**src/rtl/baud_cfg_ctrl.sv**
```systemverilog
// baud_cfg_ctrl: runtime owner of the UART baud_rate word.
// Takes rate-change requests over valid/ready and range-checks them. Each
// change waits until TX and RX are idle, then the new rate is applied and the
// tick generator gets a restart pulse. When CONFIRM_EN is set, the host must
// confirm inside a window or the previous rate is restored, so a bad rate
// cannot lock out the link.
// Ports:
//   clk, rst                      clock, async active-high reset
//   req_valid/req_baud/req_ready  rate-change request handshake
//   tx_busy, rx_busy              UART mid-frame indications (sampled in DRAIN)
//   confirm                       host confirmation level (sampled in CONFIRM)
//   baud_rate, gen_rst            active rate and restart to the tick generator
//   busy                          change in progress
//   done, reverted, cfg_err       one-cycle result pulses
module baud_cfg_ctrl #(
  parameter int unsigned CLK_FREQ_HZ     = 100_000_000,
  parameter int unsigned DEFAULT_BAUD    = 115_200,
  parameter int unsigned MIN_BAUD        = 1_200,
  parameter int unsigned MAX_BAUD        = 921_600,
  parameter int unsigned GEN_RST_CYCLES  = 2,
  parameter bit          CONFIRM_EN      = 1'b1,
  parameter int unsigned CONFIRM_TIMEOUT = 100_000_000
) (
  input  logic        clk,
  input  logic        rst,
  input  logic        req_valid,
  input  logic [31:0] req_baud,
  output logic        req_ready,
  input  logic        tx_busy,
  input  logic        rx_busy,
  input  logic        confirm,
  output logic [31:0] baud_rate,
  output logic        gen_rst,
  output logic        busy,
  output logic        done,
  output logic        reverted,
  output logic        cfg_err
);

  localparam int unsigned CNT_W = 32;

  localparam logic [CNT_W-1:0] DEF_W    = CNT_W'(DEFAULT_BAUD);
  localparam logic [CNT_W-1:0] MIN_W    = CNT_W'(MIN_BAUD);
  localparam logic [CNT_W-1:0] MAX_W    = CNT_W'(MAX_BAUD);
  localparam logic [CNT_W-1:0] GEN_LAST = CNT_W'(GEN_RST_CYCLES - 1);
  localparam logic [CNT_W-1:0] WIN_LAST = CNT_W'(CONFIRM_TIMEOUT - 1);

  // Parameter sanity checks at elaboration
  if (MAX_BAUD > CLK_FREQ_HZ / 2) begin : g_bad_max_baud
    $error("baud_cfg_ctrl: MAX_BAUD must not exceed CLK_FREQ_HZ/2");
  end
  if (GEN_RST_CYCLES < 1) begin : g_bad_gen_rst
    $error("baud_cfg_ctrl: GEN_RST_CYCLES must be at least 1");
  end
  if (CONFIRM_TIMEOUT < 1) begin : g_bad_timeout
    $error("baud_cfg_ctrl: CONFIRM_TIMEOUT must be at least 1");
  end

  typedef enum logic [2:0] {
    ST_IDLE    = 3'd0,
    ST_DRAIN   = 3'd1,
    ST_APPLY   = 3'd2,
    ST_CONFIRM = 3'd3,
    ST_REVERT  = 3'd4
  } state_e;

  state_e           state;
  logic [CNT_W-1:0] pend_baud;
  logic [CNT_W-1:0] prev_baud;
  logic [CNT_W-1:0] gen_cnt;
  logic [CNT_W-1:0] win_cnt;

  // Handshake status decodes straight from the state register
  assign req_ready = (state == ST_IDLE);
  assign busy      = ~req_ready;

  // Controller FSM with registered outputs
  always_ff @(posedge clk or posedge rst) begin
    if (rst) begin
      state     <= ST_IDLE;
      baud_rate <= DEF_W;
      pend_baud <= DEF_W;
      prev_baud <= DEF_W;
      gen_rst   <= 1'b0;
      gen_cnt   <= '0;
      win_cnt   <= '0;
      done      <= 1'b0;
      reverted  <= 1'b0;
      cfg_err   <= 1'b0;
    end else begin
      done     <= 1'b0;
      reverted <= 1'b0;
      cfg_err  <= 1'b0;
      case (state)
        ST_IDLE: begin
          if (req_valid) begin
            if ((req_baud < MIN_W) || (req_baud > MAX_W)) begin
              cfg_err <= 1'b1;
            end else if (req_baud == baud_rate) begin
              // Already running at this rate: acknowledge without a restart
              done <= 1'b1;
            end else begin
              pend_baud <= req_baud;
              prev_baud <= baud_rate;
              state     <= ST_DRAIN;
            end
          end
        end
        ST_DRAIN: begin
          // Switch only between frames on both directions
          if (!tx_busy && !rx_busy) begin
            baud_rate <= pend_baud;
            gen_rst   <= 1'b1;
            gen_cnt   <= '0;
            state     <= ST_APPLY;
          end
        end
        ST_APPLY: begin
          if (gen_cnt == GEN_LAST) begin
            gen_rst <= 1'b0;
            gen_cnt <= '0;
            if (CONFIRM_EN) begin
              win_cnt <= '0;
              state   <= ST_CONFIRM;
            end else begin
              done  <= 1'b1;
              state <= ST_IDLE;
            end
          end else begin
            gen_cnt <= gen_cnt + CNT_W'(1);
          end
        end
        ST_CONFIRM: begin
          // Confirm takes priority over expiry in the final window cycle
          if (confirm) begin
            done  <= 1'b1;
            state <= ST_IDLE;
          end else if (win_cnt == WIN_LAST) begin
            baud_rate <= prev_baud;
            gen_rst   <= 1'b1;
            gen_cnt   <= '0;
            state     <= ST_REVERT;
          end else begin
            win_cnt <= win_cnt + CNT_W'(1);
          end
        end
        ST_REVERT: begin
          if (gen_cnt == GEN_LAST) begin
            gen_rst  <= 1'b0;
            gen_cnt  <= '0;
            reverted <= 1'b1;
            state    <= ST_IDLE;
          end else begin
            gen_cnt <= gen_cnt + CNT_W'(1);
          end
        end
        default: begin
          gen_rst <= 1'b0;
          state   <= ST_IDLE;
        end
      endcase
    end
  end

endmodule
```
**config.mk**
```make
export PLATFORM = sky130hd
export DESIGN_NAME = baud_cfg_ctrl
export DESIGN_NICKNAME = d
export VERILOG_FILES = /design/src/rtl/baud_cfg_ctrl.sv
export SDC_FILE = /design/constraint.sdc
export NUM_CORES = 1
export LEC_CHECK = 0
export CORE_MARGIN = 2
export CORE_UTILIZATION = 54
export CTS_BUF_LIST = sky130_fd_sc_hd__clkbuf_4
export DETAILED_ROUTE_END_ITERATION = 6
export PLACE_DENSITY = 0.78
export SLEW_MARGIN = 20
export SYNTH_ARGS = -nofsm -noshare
export SYNTH_HDL_FRONTEND = slang
export SYNTH_SLANG_ARGS = --single-unit
```
**constraint.sdc**
```tcl
create_clock -name clk -period 5.7 [get_ports clk]
set_input_delay 1.425 -clock clk [delete_from_list [all_inputs] [get_ports clk]]
set_output_delay 1.425 -clock clk [all_outputs]
set_load 0.03 [all_outputs]
```
Figure 1. Cell placement (run 1).
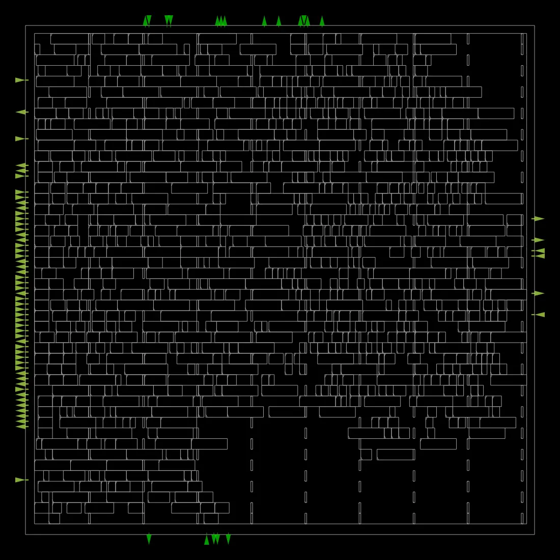
count of non-filler cells in the finished layout: 1108
flip-flop and latch share of the layout cell area: 0.431
number of fill cells in the layout: 1279

Figure 2. Cell classes on the final placement (run 1).
The bar under the picture is 50 um long.
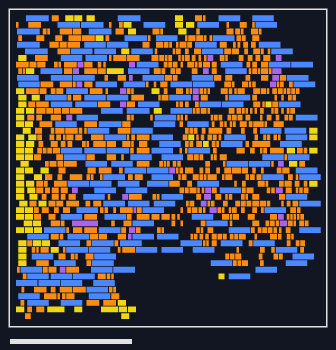
legend:
  orange:
    class: remaining logic cells
    cells: 611
    share_of_their_area: 44%
  yellow:
    class: remaining buffers and delay cells
    cells: 82
    share_of_their_area: 8.9%
  purple:
    class: clock drivers and dummy loads
    cells: 32
    share_of_their_area: 2.8%
  blue:
    class: registers
    cells: 167
    share_of_their_area: 44%

Figure 3. The metal 2 layer (run 1).
Cells faint in the background.
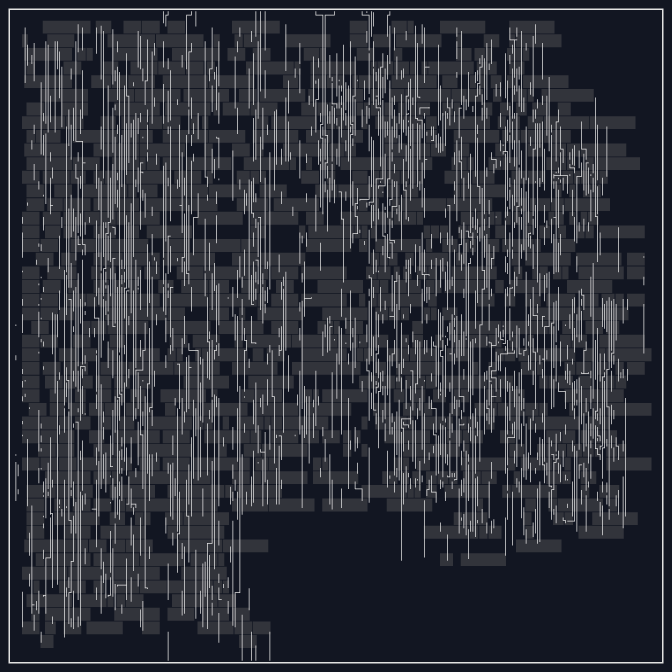
nets with wire on the layer: 766
wire length on this layer: 8700 um
share of all routed wire: 46%
longest straight run: 55.8 um
final wirelength: 19.0 mm
total number of vias: 6465
GR met2 Demand/Resource: 0.362

Figure 4. Clock distribution (run 1).
The bar under the picture is 50 um long.
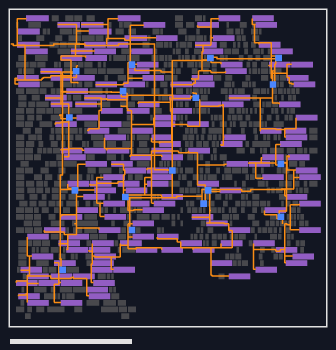
legend:
  orange:
    item: clock wires
    length: 1990 um
  blue:
    item: clock-net drivers
    count: 17
  purple:
    item: flip-flops
    count: 167
routed clock nets: 18
flops lie: all over the die
Power Clock: 0.000675 W
Clock Latency Late Sink: 0.61 ns
proportion of power drawn by the clock network: 0.348
worst clock skew on the final layout: 0.0222 ns

==> run 1: cells by family (layout without fill, tap and decap cells) <==
family                   after synthesis  in the layout
XOR/XNOR                              58             58
buffers and inverters                 53            130
AND-OR/OR-AND                        133            133
AND/OR/NAND/NOR                      317            317
multiplexers                          84             84
flip-flops                           167            167
adder cells (fa/ha/maj)                3              3
==> run 1: worst min path at each step <==
stage	to	slack, ns	depth (start not counted)
2_1_floorplan	pend_baud[20]	0.45	1
4_1_cts	pend_baud[21]	0.51	1
5_1_grt	pend_baud[23]	0.51	1
3_5_place_dp	pend_baud[21]	0.47	1
3_3_place_gp	pend_baud[26]	0.47	1
6_report	pend_baud[20]	0.50	1
==> run notes, run 1 <==
Item: results of the latest flow run.

- The power per cell area is 200 mW/mm^2.
- The number of cell instances on the worst register-to-register path is 7.
- Post-CTS repair changed the size of 0 cells.
- Of the total synthesized cell area, the portion taken by AND-OR and OR-AND cells is 0.0885.
- The leakage power figure is 3.97 nW.
- The number of max-capacitance violations reported is 0.
- Setup repair after global routing left no endpoint under its margin.
- The flow measured a signed area growth from synthesis to layout of 13.7%.
- The most crowded layer after global routing is met2.
- The synthesized-area fraction occupied by and/or/nand/nor cells is 0.197.
- The power report attributes to the sequential group a share of 0.611.
- In the synthesized netlist, the number of instances is 815.
- The number of buffers added for setup after CTS is 0.
- The fraction of final cell area spent on non-clock buffers in this run is 0.0864.
- The tally of OpenROAD warnings is 27.
- The logic share of the area is 0.421.
- In this run, CTS created clock tree buffers numbering 17.
- Looking at the reg2reg group, the worst path ends at win_cnt[14].
- The total negative setup slack is 0 ns.
- According to the floorplan report, the placeable core area is 0.0157 mm^2.
- Detailed routing placed a total of 951 um of wire on met3.
- The post-synth area from yosys stat is 0.00856 mm^2.
- Note that the worst hold path type here is reg -> reg.
- The share of the synthesized netlist area taken by xor and xnor gates is 0.0594.
- The slowest cell on the critical path is a2111oi_0.
- The startpoint of the most critical hold path is pend_baud[20].
- The timing report lists the critical path depth as 8 cells.
- The core utilization at floorplan is 0.545.
- The completed layout was analyzed and its total power is 0.00194 W.
- Summed over all nets, the switching power comes to 0.000489 W.
- For this run, design rule violations remaining after detail routing come to 0.
- In the final layout, the share of cells above drive strength 1 is 0.130.
- The run finished with clean final reports.
- Nets still carrying antenna violations after routing amount to 0.
==> inputs of run 2 (changes only) <==
==> constraint.sdc (replaced) <==
create_clock -name clk -period 3.3 [get_ports clk]
set_input_delay 0.825 -clock clk [delete_from_list [all_inputs] [get_ports clk]]
set_output_delay 0.825 -clock clk [all_outputs]
set_load 0.03 [all_outputs]
Figure 5. Cell placement (run 2).
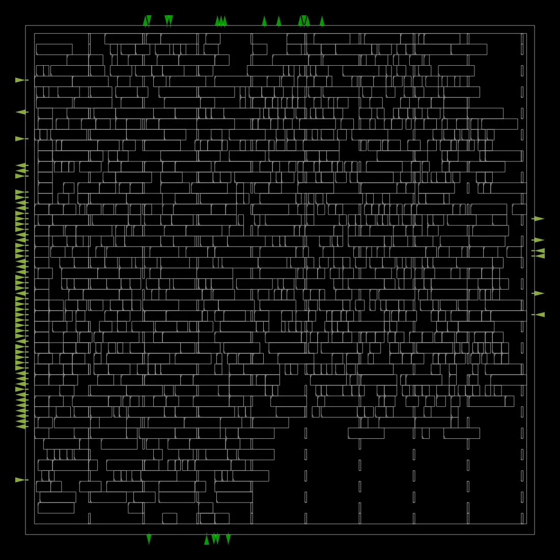
utilization after layout: 0.637
number of well-tap cells placed: 216
count of non-filler cells in the finished layout: 1136
cell row count: 46
flop count: 167

==> run notes, run 2 <==
Item: results of the latest flow run.

- For the clock group, total power comes out at 0.00119 W.
- For this design the total switching power over the nets is 0.000921 W.
- The endpoint with the worst hold slack is pend_baud[20].
- The wire length on met3 is 843 um.
- The tool warning count for the run is 27.
- Clock latency on the worst-skew pair, taken at its later pin, is 0.58 ns.
- Note that the worst hold path type here is reg -> reg.
- The core utilization at floorplan is 0.545.
- The depth of the worst hold-timing path is 1.
- The number of cell instances on the worst register-to-register path is 8.
- The overall power consumption is 0.00339 W.
- Setup repair after global routing left no endpoint under its margin.
- The script parses the final routing iteration and logs DRC violations as 0.
- After layout, the setup clock skew is reported as 0.0225 ns.
- The leakage power figure is 4.16 nW.
- The slowest cell on the critical path is clkdlybuf4s50_1.
- The startpoint of the most critical hold path is pend_baud[20].
- The synthesized-area fraction occupied by and/or/nand/nor cells is 0.197.
- The flow ran to the end, and the final reports show no timing, DRC or antenna violations.
- The layout-stage area growth over the synthesis result is 17.0%.
- The power per cell area is 338 mW/mm^2.
- The filler cells instantiated in the layout total 1275.
run 2: cell counts after synthesis:
Identical to the previous run, type by type.
run 2: layout make-up:
| type | count | share of cell area |
|---|---|---|
| antenna | 1 | 0.000250 |
| clock buffer | 17 | 0.0127 |
| clock inverter | 15 | 0.0157 |
| inverter | 16 | 0.00637 |
| multi-input combinational | 595 | 0.408 |
| sequential | 167 | 0.419 |
| tap | 216 | 0.0270 |
| timing repair buffer | 109 | 0.111 |
run 2: metal layers:
layer  vias to the layer above  global-route usage
met3                        32              0.0463
met2                       199               0.378
met5                         -                   0
met4                         0              0.0702
li1                       3120                   -
met1                      3220               0.345
run 2: what timing repair did:
item | 4_1_cts | 5_1_grt
resized | 0 | 1
setup endpoints to repair | 0 | 1
setup buffers | 0 | 0
hold endpoints to repair | 0 | 0
Power is estimated from default activity; no workload was simulated.
